$ cat src/rtl/regfile_write_scheduler.sv
// Write-port sequencer for the 8x8 register file:
// round-robin arbitration of two requesters plus a hardware clear walk.
module regfile_write_scheduler #(
  parameter int ADDR_W   = 3,
  parameter int DATA_W   = 8,
  parameter int NUM_REGS = 8
) (
  input  logic              clk,
  input  logic              reset,
  input  logic              req0_valid,
  input  logic [ADDR_W-1:0] req0_addr,
  input  logic [DATA_W-1:0] req0_data,
  output logic              req0_ready,
  input  logic              req1_valid,
  input  logic [ADDR_W-1:0] req1_addr,
  input  logic [DATA_W-1:0] req1_data,
  output logic              req1_ready,
  input  logic              clear_start,
  output logic              busy,
  output logic              rf_we,
  output logic [ADDR_W-1:0] rf_waddr,
  output logic [DATA_W-1:0] rf_wdata,
  output logic [7:0]        collisions
);

  typedef enum logic {
    IDLE  = 1'b0,
    CLEAR = 1'b1
  } state_t;

  localparam logic [ADDR_W-1:0] LAST = ADDR_W'(NUM_REGS - 1);

  state_t            state_q, state_d;
  logic              prio_q, prio_d;
  logic [ADDR_W-1:0] ptr_q, ptr_d;
  logic              we_q, we_d;
  logic [ADDR_W-1:0] waddr_q, waddr_d;
  logic [DATA_W-1:0] wdata_q, wdata_d;
  logic [7:0]        coll_q, coll_d;

  // State, priority, pointer, write-port and counter registers
  always_ff @(posedge clk or posedge reset) begin
    if (reset) begin
      state_q <= IDLE;
      prio_q  <= 1'b0;
      ptr_q   <= '0;
      we_q    <= 1'b0;
      waddr_q <= '0;
      wdata_q <= '0;
      coll_q  <= '0;
    end else begin
      state_q <= state_d;
      prio_q  <= prio_d;
      ptr_q   <= ptr_d;
      we_q    <= we_d;
      waddr_q <= waddr_d;
      wdata_q <= wdata_d;
      coll_q  <= coll_d;
    end
  end

  // Next state, grants and next write-port contents
  always_comb begin
    state_d    = state_q;
    prio_d     = prio_q;
    ptr_d      = ptr_q;
    we_d       = 1'b0;
    waddr_d    = waddr_q;
    wdata_d    = wdata_q;
    coll_d     = coll_q;
    req0_ready = 1'b0;
    req1_ready = 1'b0;
    unique case (state_q)
      IDLE: begin
        if (clear_start) begin
          state_d = CLEAR;
          ptr_d   = '0;
        end else begin
          req0_ready = req0_valid &
                       (~req1_valid | ~prio_q);
          req1_ready = req1_valid &
                       (~req0_valid | prio_q);
          if (req0_ready) begin
            we_d    = 1'b1;
            waddr_d = req0_addr;
            wdata_d = req0_data;
            prio_d  = 1'b1;
          end else if (req1_ready) begin
            we_d    = 1'b1;
            waddr_d = req1_addr;
            wdata_d = req1_data;
            prio_d  = 1'b0;
          end
          if (req0_valid && req1_valid &&
              coll_q != 8'hFF)
            coll_d = coll_q + 8'd1;
        end
      end
      CLEAR: begin
        we_d    = 1'b1;
        waddr_d = ptr_q;
        wdata_d = '0;
        if (ptr_q == LAST) begin
          ptr_d   = '0;
          state_d = IDLE;
        end else begin
          ptr_d = ptr_q + ADDR_W'(1);
        end
      end
      default: state_d = IDLE;
    endcase
  end

  assign busy       = (state_q == CLEAR);
  assign rf_we      = we_q;
  assign rf_waddr   = waddr_q;
  assign rf_wdata   = wdata_q;
  assign collisions = coll_q;

endmodule

$ cat config.mk
export PLATFORM = sky130hd
export DESIGN_NAME = regfile_write_scheduler
export DESIGN_NICKNAME = d
export VERILOG_FILES = /design/src/rtl/regfile_write_scheduler.sv
export SDC_FILE = /design/constraint.sdc
export NUM_CORES = 1
export LEC_CHECK = 0
export CORE_MARGIN = 2
export CORE_UTILIZATION = 42
export DETAILED_ROUTE_END_ITERATION = 12
export PLACE_DENSITY = 0.78
export SYNTH_ARGS = -nofsm -noshare
export SYNTH_HDL_FRONTEND = slang
export SYNTH_SLANG_ARGS = --single-unit
$ cat constraint.sdc
create_clock -name clk -period 1.7 [get_ports clk]
set_input_delay 0.255 -clock clk [delete_from_list [all_inputs] [get_ports clk]]
set_output_delay 0.255 -clock clk [all_outputs]
set_load 0.02 [all_outputs]
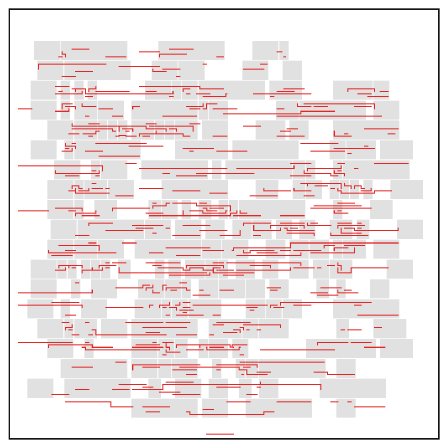
Fig. 1. The metal 1 layer (run 1).
Cells faint in the background.
wire length on this layer: 1,240 um
longest straight run: 21.6 um
share of all routed wire: 38%
nets with wire on the layer: 192
total wirelength of the detailed-routed design: 3240 um
number of vias after detailed routing: 1,239

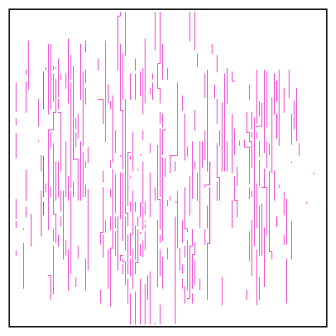
Fig. 2. Metal 2 (run 1).
share of all routed wire: 52%
wire length on this layer: 1,690 um
main direction: vertical
nets with wire on the layer: 196
longest straight run: 23.8 um
met2 usage in global routing: 0.390

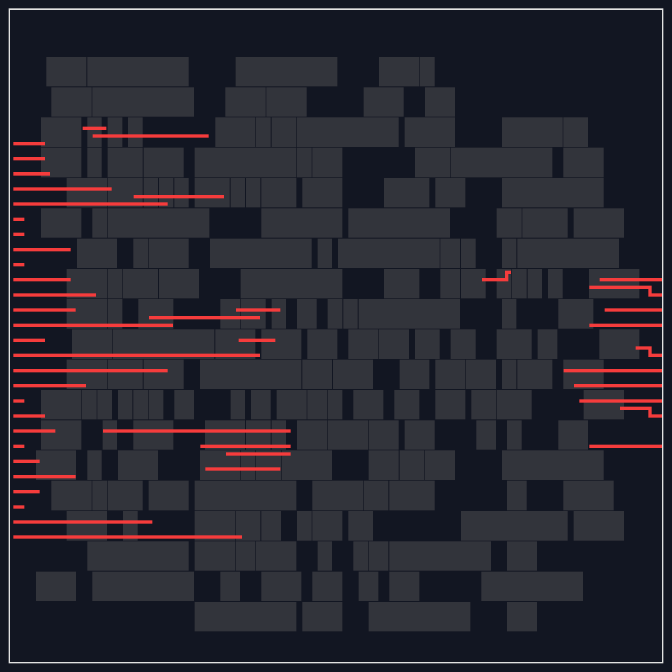
Fig. 3. Metal 3 (run 1).
Cells faint in the background.
wire length on this layer: 297 um
main direction: horizontal

==> results.rst, run 1 <==
Synthesis and place-and-route
=============================

.. list-table::
   :header-rows: 1

   * - Metric
     - Value
   * - Outcome
     - finished with violations
   * - Violations in the final reports
     - DRC
   * - Highest-delay cell along the critical path
     - sky130_fd_sc_hd__clkdlybuf4s50_1
   * - Layout buffering overhead excluding clock cells
     - 0.324
   * - Multi-input gate share of the layout cell area
     - 0.307
   * - Post-detailed-route count of antenna-violating nets
     - 0
   * - Biggest area contributors in the synthesized netlist
     - sky130_fd_sc_hd__dfrtp_1 50%, sky130_fd_sc_hd__nand2_1 9.0%, sky130_fd_sc_hd__a311oi_1 5.6%
   * - Post-CTS clock slew at the launch and capture registers of the worst setup and hold paths
     - ~0.15 ns
   * - Mux contribution to synthesized area
     - 0.0300
   * - Number of buffers inserted by port buffering
     - 49
   * - Library cell with the highest instance count after synthesis
     - sky130_fd_sc_hd__nand2_1
   * - Flip-flop and latch count
     - 25
   * - Fp_density
     - 0.446
   * - Via count of the first global-routing pass
     - 1,305
   * - Total track usage
     - 0.208
   * - Unrepaired setup endpoints after global routing
     - false
   * - Cts bufs inserted
     - 3
   * - Number of logic gates
     - 98
   * - Chip area
     - around 3400 um2
   * - Residual DRC count
     - 3
   * - Max-cap violation count
     - 0
   * - Sequential power share
     - 0.412
   * - Critical path capture point type
     - output port
   * - Post-synth net total
     - 162
   * - Seq/Total Area, Yosys
     - 0.500
   * - Max frequency
     - about 0.61 GHz
   * - TAP cells
     - 31
   * - Yosys reg bits
     - 25
   * - Logic depth of the worst register-to-register path
     - 6
   * - CP endpoint
     - collisions[1]
   * - Maximum vdd drop
     - 0.498 mV
   * - Clock network contribution to total cell area
     - 0.0157
   * - Final total negative setup slack
     - 0 ns
   * - Relative area change from synthesis to final layout
     - 52.9%
   * - Die y size
     - ~59 um
   * - Multi-input combinational cell area
     - about 600 um2
   * - Worst-case headroom to the max-slew limit
     - 0.788
   * - Endpoint of the most critical register-to-register path
     - collisions[1]
   * - Count of filler cells inserted in the layout
     - 234
   * - DR WL met3
     - around 300 um
   * - Minimum setup slack among reg-to-reg paths
     - roughly 0.12 ns
   * - Largest delay contributor family on the critical path
     - buffers and inverters
   * - TritonCTS clock tree
     - yes
   * - Non-clock buffers
     - around 65
   * - Register cell area after layout
     - between 600 and 700 um2
   * - Max Transition Viols Final
     - 0
   * - Yosys cell count
     - 132
   * - RR Startpoint
     - busy
   * - Count of antenna diodes in the layout
     - 0
   * - Leading post-synthesis cells by instance count
     - 30 x sky130_fd_sc_hd__nand2_1, 25 x sky130_fd_sc_hd__dfrtp_1, 13 x sky130_fd_sc_hd__nor2_1
   * - Critical Path Fanout Max
     - 4
   * - Final worst path period need
     - roughly 1.6 ns
   * - Async SR Flop Fraction
     - 1.00
   * - Placement Rows
     - 19
   * - Critical path startpoint
     - collisions[1]
   * - Clock buffer cells
     - 3
   * - Estimated wirelength of the detail-placed design
     - approximately 2500 um
   * - Period Utilization, post-route
     - 0.970
   * - Xor+xnor area frac
     - 0.0210
   * - Post-layout nets
     - between 200 and 250
   * - Average size of a mapped cell
     - between 9 and 10 um2
   * - Top metal layer carrying routed signals
     - met4
   * - Biggest combinational cell group after synthesis
     - simple AND/OR/NAND/NOR gates
   * - Boundary pin count
     - 50
   * - Clock sink count
     - 25
   * - Combinational cell fraction of total power
     - 0.462
   * - Maximum number of pins on one net before global-route repair
     - 26
   * - Levels on crit path
     - 1
   * - Per-cell via count in the routed design
     - roughly 5.5
   * - Clock latency on the worst-skew pair
     - about 0.32 ns
   * - Number of enable flip-flop cells
     - 0
   * - Category of the worst setup path launch point
     - flip-flop
   * - Number of warnings in the stage logs
     - 26
   * - Final hold viol count
     - 0
   * - Critical Path AT
     - ~1.4 ns
   * - Static leakage
     - 0.902 nW
   * - Count of routing violations after the opening detailed-route iteration
     - between 40 and 50
   * - Seq/total area
     - 0.328
   * - Net Sw Power
     - about 0.00084 W
## run 1: how the worst min path moves through the flow
stage / slack, ns / startpoint / endpoint / cells past startpoint
final: 0.25 / reset / rf_we / 3
after global routing: 0.27 / reset / rf_wdata[4] / 3
after global placement: 0.51 / ptr_q[1] / rf_waddr[1] / 2
after floorplan: 0.28 / reset / busy / 1
after CTS: 0.26 / reset / collisions[0] / 3
after detailed placement: 0.52 / ptr_q[2] / rf_waddr[2] / 2
## run 1: power groups by stage
stage	clock network (W)	logic, W	registers, W
after floorplan	0	0.000376	0.00105
after global placement	0	0.00101	0.000906
after detailed placement	0	0.00103	0.000914
after CTS	0.000286	0.00102	0.000902
after global routing	0.000307	0.00111	0.000919
final	0.000276	0.00101	0.000902
## run 1: cells by family after synthesis
family          Yosys count
compound gates           27
xor+xnor                  3
fa+ha+maj                 3
buf+inv                   9
flops                    25
mux                       3
simple gates             62
## run 1: per-layer routing
layer | vias up | global-route usage
li1 | 591 | -
met1 | 589 | 0.227
met2 | 57 | 0.390
met3 | 2 | 0.0549
met4 | 0 | 0.0682
met5 | - | 0
## run 1: per-stage QoR
| step | hold slack, ns | power (W) | cells | cell area [um2] | setup slack, ns |
|---|---|---|---|---|---|
| final | 0.254 | 0.00219 | 226 | 1910 | 0.0509 |
| after global routing | 0.271 | 0.00233 | 226 | 1910 | 0.00511 |
| after CTS | 0.260 | 0.00221 | 226 | 1900 | 0.00534 |
| after detailed placement | 0.521 | 0.00195 | 222 | 1880 | -0.414 |
| after global placement | 0.512 | 0.00191 | 222 | 1880 | -0.418 |
| after floorplan | 0.282 | 0.00142 | 132 | 1250 | 0.0345 |
## run 1: registers in the layout, summed over array words and instances, names as in the netlist
name,count
collisions,8
rf_wdata,8
ptr_q,3
rf_waddr,3
busy,1
prio_q,1
rf_we,1
==> run 2: changes to the inputs <==
--- a/config.mk
+++ b/config.mk
@@ -5,9 +5,10 @@
 export SDC_FILE = /design/constraint.sdc
 export NUM_CORES = 1
 export LEC_CHECK = 0
-export CORE_MARGIN = 2
+export CORE_MARGIN = 3
 export CORE_UTILIZATION = 42
 export DETAILED_ROUTE_END_ITERATION = 12
+export GPL_ROUTABILITY_DRIVEN = 0
 export PLACE_DENSITY = 0.78
 export SYNTH_ARGS = -nofsm -noshare
 export SYNTH_HDL_FRONTEND = slang
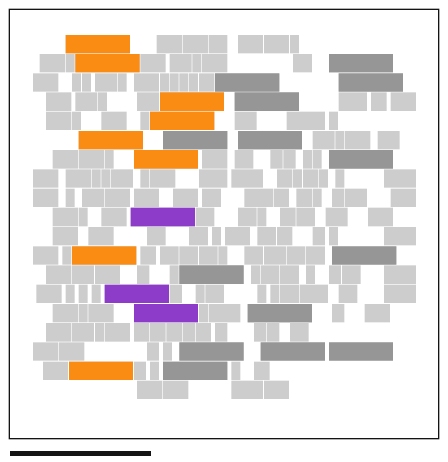
Fig. 4. Register map, names as in the netlist (run 2).
The bar under the picture is 20 um long. Other sequential cells in the stronger gray, the rest of the logic in the fainter gray.
legend:
  `rf_waddr`:
    color: purple
    placed_flops: 3
  `rf_wdata`:
    color: orange
    placed_flops: 8
not colored: 14

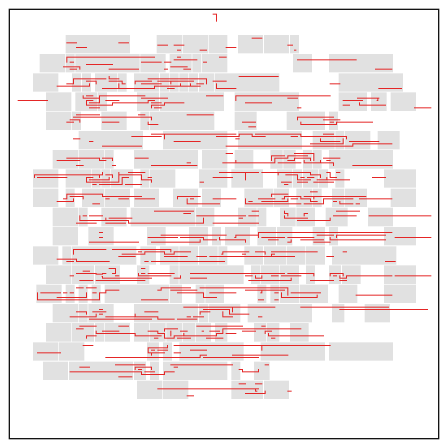
Fig. 5. The metal 1 layer (run 2).
Cells faint in the background.
wire length on this layer: 1,290 um
longest straight run: 22.1 um
share of all routed wire: 41%
nets with wire on the layer: 186
main direction: horizontal

==> results.rst, run 2 <==
Synthesis and place-and-route
=============================

.. list-table::
   :header-rows: 1

   * - Metric
     - Value
   * - Period Utilization, post-route
     - 0.970
   * - Clock latency on the worst-skew pair
     - 0.32 ns
   * - Critical Path Fanout Max
     - 2
   * - Logic depth of the worst register-to-register path
     - 6
   * - Critical Path AT
     - ~1.4 ns
   * - Chip area estimate from yosys synthesis
     - between 1000 and 1500 um2
   * - Met3 track demand over resource in global routing
     - 0.0574
   * - Chip area
     - 3670 um2
   * - Yosys cell count
     - 132
   * - Yosys reg bits
     - 25
   * - Final hold viol count
     - 0
   * - Static leakage
     - between 0.9 and 1 nW
   * - Relative area change from synthesis to final layout
     - 52.0%
   * - Combinational cell fraction of total power
     - 0.461
   * - Worst-case headroom to the max-slew limit
     - 0.788
   * - Fp_density
     - 0.446
   * - Proportion of layout cells with a drive suffix above 1
     - 0.159
   * - Clock sink count
     - 25
   * - Post-synth net total
     - between 150 and 200
   * - Final worst path period need
     - approximately 1.6 ns
   * - Biggest combinational cell group after synthesis
     - simple AND/OR/NAND/NOR gates
   * - Busiest metal layer after global routing
     - met2
   * - Detailed Routing Iterations Pass 1
     - 4
   * - Critical path capture point type
     - output port
   * - Leading post-synthesis cells by instance count
     - 30 x sky130_fd_sc_hd__nand2_1, 25 x sky130_fd_sc_hd__dfrtp_1, 13 x sky130_fd_sc_hd__nor2_1
   * - Data required time at the worst endpoint
     - between 1 and 1.5 ns
   * - Outcome
     - complete, no violations
   * - Cell type contributing the most total cell area after synthesis
     - sky130_fd_sc_hd__dfrtp_1
   * - Highest-delay cell along the critical path
     - sky130_fd_sc_hd__clkdlybuf4s50_1
   * - Total track usage
     - 0.186
   * - Biggest area contributors in the synthesized netlist
     - sky130_fd_sc_hd__dfrtp_1 50%, sky130_fd_sc_hd__nand2_1 9.0%, sky130_fd_sc_hd__a311oi_1 5.6%
   * - Cts bufs inserted
     - 3
   * - Seq/Total Area, Yosys
     - 0.500
   * - Number of enable flip-flop cells
     - 0
   * - Max frequency
     - about 0.61 GHz
   * - Post-detailed-route count of antenna-violating nets
     - 0
   * - Largest delay contributor family on the critical path
     - buffers and inverters
   * - Placement Rows
     - 19
   * - Maximum vdd drop
     - between 0.6 and 0.7 mV
   * - Residual DRC count
     - 0
   * - Number of buffers inserted by port buffering
     - 49
   * - Die y size
     - 60.6 um
   * - Clk network pwr share
     - 0.123
   * - Mux contribution to synthesized area
     - 0.0300
   * - Max-cap violation count
     - 0
   * - Unrepaired setup endpoints after global routing
     - false
   * - Count of routing violations after the opening detailed-route iteration
     - 22
   * - Estimated wirelength of the detail-placed design
     - roughly 2400 um
   * - Top cell excl fill/tap
     - sky130_fd_sc_hd__clkdlybuf4s50_1
   * - Category of the worst setup path launch point
     - primary input
   * - Average size of a mapped cell
     - between 9 and 10 um2
   * - Dominant Register Cell
     - sky130_fd_sc_hd__dfrtp_1
   * - Maximum number of pins on one net before global-route repair
     - 26
   * - Simple-gate share of the synthesized area
     - 0.227
   * - Library cell with the highest instance count after synthesis
     - sky130_fd_sc_hd__nand2_1
   * - Met1 usage
     - 0.225
   * - Via count of the first global-routing pass
     - 1,204
   * - Synthesized instance count
     - approximately 130
   * - Per-cell via count in the routed design
     - between 5 and 6
   * - Number of warnings in the stage logs
     - 26
   * - Post-route worst hold slack
     - roughly 0.26 ns
   * - Max Transition Viols Final
     - 0
   * - Xor+xnor area frac
     - 0.0210
   * - Boundary pin count
     - 50
   * - Final Worst Setup Slack
     - 0.0505 ns
   * - Net Sw Power
     - approximately 0.00083 W
   * - Number of antenna violations at the first check in global routing
     - 0
   * - TritonCTS clock tree
     - yes
   * - Total chip power
     - 0.00217 W
   * - Post-layout nets
     - around 230
   * - Levels on crit path
     - 4
   * - Count of antenna diodes in the layout
     - 0
   * - Async SR Flop Fraction
     - 1.00
   * - Setup Slack @ Placement
     - -0.397 ns
   * - Post-CTS clock slew at the launch and capture registers of the worst setup and hold paths
     - about 0.14 ns
   * - Sequential power share
     - 0.416
   * - Summed instance area of the synthesized netlist
     - about 1300 um2
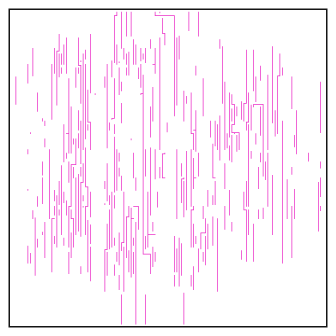
Fig. 6. Metal 2 (run 2).
longest straight run: 34.3 um
nets with wire on the layer: 195
wire length on this layer: 1,510 um
main direction: vertical
share of all routed wire: 48%
number of vias after detailed routing: 1,188
met2 usage in global routing: 0.308
total wirelength of the detailed-routed design: 3120 um

-- run 2: cell types whose count changed in the layout (fill, tap and decap cells not counted), sizes merged --
cell	delta
clkbuf	+1
clkinvlp	-1
-- run 2: per-layer routing --
metal | part of all wire | vias up
li1 | - | 588
met1 | 0.41 | 553
met2 | 0.48 | 45
met3 | 0.097 | 2
met4 | 0.0048 | 0
met5 | 0 | -
-- run 2: final cells by class --
cell class / count / area (um2)
Multi-Input combinational cell: 98 / 593
Tap cell: 31 / 38.8
Sequential cell: 25 / 626
Inverter: 3 / 11.3
Timing Repair Buffer: 65 / 607
Clock buffer: 4 / 26.3
Fill cell: 226 / 903
-- run 2: worst paths after layout --
| kind | start | to | slack (ns) |
|---|---|---|---|
| worst max register to register | busy | collisions[1] | 0.12 |
| worst min register to register | collisions[4] | collisions[4] | 0.54 |
| max in group asynchronous | reset | rf_wdata[5] | 1.20 |
| min in group clk | req0_data[2] | rf_wdata[2] | 0.48 |
| worst min-delay path | reset | collisions[4] | 0.26 |
| worst max-delay path | req1_valid | req1_ready | 0.05 |
-- run 2: power groups by stage --
stage | logic (W) | registers [W] | clock network (W)
6_report | 0.00100 | 0.000904 | 0.000268
5_1_grt | 0.00111 | 0.000930 | 0.000287
4_1_cts | 0.00101 | 0.000905 | 0.000276
3_5_place_dp | 0.00103 | 0.000917 | 0
3_3_place_gp | 0.000999 | 0.000907 | 0
2_1_floorplan | 0.000376 | 0.00105 | 0
-- run 2: worst min-delay path: cells and delay by family --
kind	cells	cell delay, ns
buffers and inverters	3	0.74
-- run 2: metrics by stage --
step,setup TNS [ns],utilization,area (um2),instances
after floorplan,0,-,1250,132
after global placement,-1.49,0.666,1870,222
after detailed placement,-1.52,0.666,1870,222
after CTS,0,0.671,1880,226
after global routing,0,0.678,1900,226
final,0,0.678,1900,226
Power is estimated from default activity; no workload was simulated.
